## src/rtl/ks_pg_stage.sv

```systemverilog
// Generate/propagate pre-stage feeding the Kogge-Stone prefix tree.
// Two-entry output buffer (OR + skid) gives full rate with registered in_ready.
module ks_pg_stage #(
    parameter int WIDTH = 16
) (
    input  logic             clk,
    input  logic             rst_n,
    input  logic             in_valid,
    output logic             in_ready,
    input  logic [WIDTH-1:0] a,
    input  logic [WIDTH-1:0] b,
    input  logic             cin,
    input  logic             sub,
    output logic             out_valid,
    input  logic             out_ready,
    output logic [WIDTH-1:0] out_g,
    output logic [WIDTH-1:0] out_p,
    output logic             out_cin
);

    typedef struct packed {
        logic [WIDTH-1:0] g;
        logic [WIDTH-1:0] p;
        logic             c;
    } beat_t;

    beat_t            beat;
    logic [WIDTH-1:0] b_eff;
    logic             c_eff;

    beat_t or_q, or_d;
    beat_t sk_q, sk_d;
    logic  ov_q, ov_d;
    logic  skv_q, skv_d;
    logic  rdy_q, rdy_d;

    logic  accept;
    logic  pop;

    // Carry-in is folded into g[0] so the tree's first row needs no extra input.
    always_comb begin
        b_eff  = sub ? ~b : b;
        c_eff  = sub | cin;
        beat.p = a ^ b_eff;
        beat.g = a & b_eff;
        beat.g[0] = (a[0] & b_eff[0]) | (beat.p[0] & c_eff);
        beat.c = c_eff;
    end

    assign accept = in_valid & rdy_q;
    assign pop    = ov_q & out_ready;

    always_comb begin
        or_d  = or_q;
        sk_d  = sk_q;
        ov_d  = ov_q;
        skv_d = skv_q;
        if (pop && skv_q) begin
            or_d  = sk_q;
            skv_d = 1'b0;
        end else if (pop) begin
            if (accept) begin
                or_d = beat;
            end else begin
                ov_d = 1'b0;
            end
        end else if (!ov_q) begin
            if (accept) begin
                or_d = beat;
                ov_d = 1'b1;
            end
        end else if (accept) begin
            sk_d  = beat;
            skv_d = 1'b1;
        end
        rdy_d = ~skv_d;
    end

    always_ff @(posedge clk) begin
        if (!rst_n) begin
            or_q  <= '0;
            sk_q  <= '0;
            ov_q  <= 1'b0;
            skv_q <= 1'b0;
            rdy_q <= 1'b0;
        end else begin
            or_q  <= or_d;
            sk_q  <= sk_d;
            ov_q  <= ov_d;
            skv_q <= skv_d;
            rdy_q <= rdy_d;
        end
    end

    assign in_ready  = rdy_q;
    assign out_valid = ov_q;
    assign out_g     = or_q.g;
    assign out_p     = or_q.p;
    assign out_cin   = or_q.c;

endmodule
```

## config.mk

```make
export PLATFORM = sky130hd
export DESIGN_NAME = ks_pg_stage
export DESIGN_NICKNAME = d
export VERILOG_FILES = /design/src/rtl/ks_pg_stage.sv
export SDC_FILE = /design/constraint.sdc
export NUM_CORES = 1
export LEC_CHECK = 0
export CAP_MARGIN = 30
export CORE_ASPECT_RATIO = 1.5
export CORE_MARGIN = 2
export CORE_UTILIZATION = 32
export CTS_CLUSTER_SIZE = 25
export DETAILED_ROUTE_END_ITERATION = 10
export PLACE_DENSITY = 0.53
export SLEW_MARGIN = 20
export SYNTH_ARGS = -nofsm -noshare
export SYNTH_HDL_FRONTEND = slang
export SYNTH_SLANG_ARGS = --single-unit
```

## constraint.sdc

```tcl
create_clock -name clk -period 2.4 [get_ports clk]
set_input_delay 0.48 -clock clk [delete_from_list [all_inputs] [get_ports clk]]
set_output_delay 0.48 -clock clk [all_outputs]
set_load 0.01 [all_outputs]
```

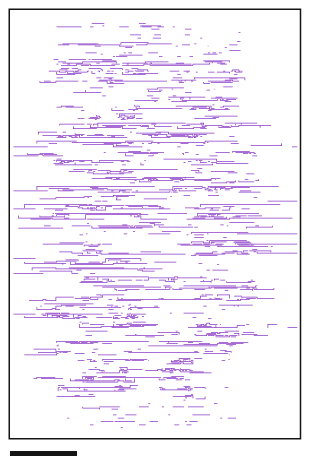
Fig. 1. M1 wires.
Scale bar: 20 um.
share of all routed wire = 46%
wire length on this layer = 3970 um
final wirelength: 8630 um
total vias in the final route: 2730

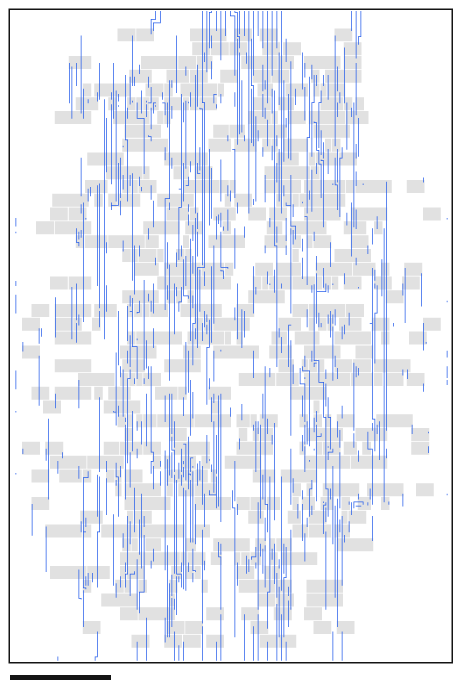
Fig. 2. Metal 2.
Scale bar: 20 um.
longest straight run = 53.9 um
main direction = vertical
share of all routed wire = 47%
GR Util met2: 25.2%

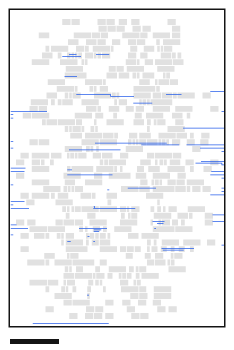
Fig. 3. Metal 3.
Scale bar: 20 um.
longest straight run = 30.6 um
wire length on this layer = 394 um
share of all routed wire = 4.6%
grt met3 use: 3.34%

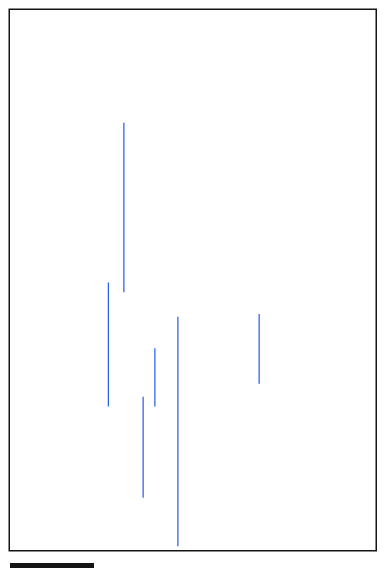
Fig. 4. Metal 4.
Scale bar: 20 um.
main direction = vertical
longest straight run = 54.4 um
wire length on this layer = 178 um
share of all routed wire = 2.1%
nets with wire on the layer = 4

==> out/metrics.yaml <==
status: "finished, final reports clean"
power_clock_uw: 1300
yosys_warnings: 0
clkPwrFrac_pct: 42.6
fp_nets: 405
final_nets: 470
ys_cells: 351
cts-root-buf: "clkbuf_16"
insertion_delay_ps: 330
xor_area_share_pct: 4.23
largest_cell_class: "multi-input combinational cells"
ys_sh_mux_pct: 9.66
endpoint_kind: "output port"
critical-path-max-stage-delay_ps: 600
min_from: "sk_q[11]$_SDFFE_PN0P_"
critical_path_class: "flop to output port"
vias_per_cell: 5.07
layout-drive-gt1-share_pct: 15.0
buf_share_pct: 20.7
synth_top_area_share_pct: 41.7
fp_util_pct: 32.7
design_area_mm2: 0.00451
placed_cells: 522
pg_comb_uw: 520
timing.critical_path.buf_inv: 1
die_area_mm2: 0.0112
yosysSeqAreaShare_pct: 41.7
power.leakage_uw: 0.00181
top_logic_kind: "AND-OR/OR-AND gates"
cts_setup_buffers: 0
place_area_mm2: 0.00422
swShare_pct: 25.3
antenna_found_initial: 0
regMostFlops: "sk_q"
hold_violations: 0
top_cell: "dfxtp_1"
largest_register_ff_count: 33
async_flop_share_pct: 0
grt_util_met1_pct: 21.0
pre_cts_slack_ps: 259
overflow: 0
total_power_uw: 3050
clkbuf_count: 13
place_hpwl_um: 5900
top_usage_layer: "met2"
postRouteAntennaNets: 0
fin_crit_ps: 1880
aoi_share_pct: 22.3
worst_pin_slew_ps: 487
p_per_area_mw_per_mm2: 676
start_kind: "flop"
place_congestion: 0.725
worstHoldPathCells: 2
clock.fmax_mhz: 531
wire_per_inst_um: 16.0
ys_area_mm2: 0.00332
crit_end: "out_valid"
clk_pin_slew_ps: 50
synth-main-ff-cell: "dfxtp_1"
signal_buffers: 87
cts_tree: "done"
simple_gate_share_pct: 10.3
required_ps: 1920
top_area_cell: "dfxtp_1"
worstPathArrival_ps: 1400
wl_met2_um: 4090
rsz0062_at_grt: "false"
placementRows: 45
r2r_slack_ps: 860
crit_fanout: 9
tool_warnings: 26
syn_area_per_cell_um2: 9.45
clock_area_share_pct: 6.60
fin_hold_ws_ps: 452
met1_length_um: 3970
dieHeight_um: 129
cts-htree-levels: 3
area_leaders: "dfxtp_1, a211oi_2, a21oi_1"
worstSetupStartpoint: "out_valid$_SDFFE_PN0P_"
worst_slack_ps: 516
grt_max_degree: 34
nWellTaps: 117
synth_cells: 351
die_w_um: 87.1
fin_worst_skew_ps: 5.35
synth_cell_types: 31
pwr-share-comb_pct: 17.1
switchingPower_uw: 772
grt_use_total_pct: 15.9
cp.depth: 1
numCtsBuffers: 9
final_cells: 538
ys_sh_adder_pct: 6.04
relSlewSlack_pct: 67.5
num_io_pins: 73
p_seq_uw: 1230
cts_buffer_depth: 2
logic_gates: 247
grt_pass1_vias: 2718
cts_hold_buf: 0
p_seq_share_pct: 40.3
coreArea_mm2: 0.0101
drv_slew: 0
fill_cells: 945
grt_pass1_wl_um: 13800
maxPowerGroup: "the clock network"
edf_count: 0
flops: 69
setup_tns_ps: 0
cts-resized-gates: 0
cts_sinks: 69
maxCapViolations: 0
cp_cell_sequence: "clkdlybuf4s50_1"
lay_top_count: "clkdlybuf4s50_1"
synth.top_cells.by_count: "dfxtp_1, nand2_1, a21oi_1"
seq-cell-share_pct: 30.6
syn_to_final_growth_pct: 36.1
comb_area_mm2: 0.00175
seq_area_mm2: 0.00138
non_clock_inverter_count: 2
highest_layer: "met4"
setup-violations-final: 0
critPathTopFamily: "buffers and inverters"
internal-power_uw: 2280
comb_share_pct: 38.7
wl_met3_um: 393
antenna_cells: 0
period_used_pct: 78.5
worst_hold_path.endpoint: "sk_q[11]$_SDFFE_PN0P_"
drtPass1Iterations: 6
ys_seq_elements: 69
layout_top_cells: "clkdlybuf4s50_1, dfxtp_1, nand2_1, a21oi_1, mux2i_1"
initialDrtViolationCount: 124
drcViolationCount: 0
Power and IR drop assume default switching activity.
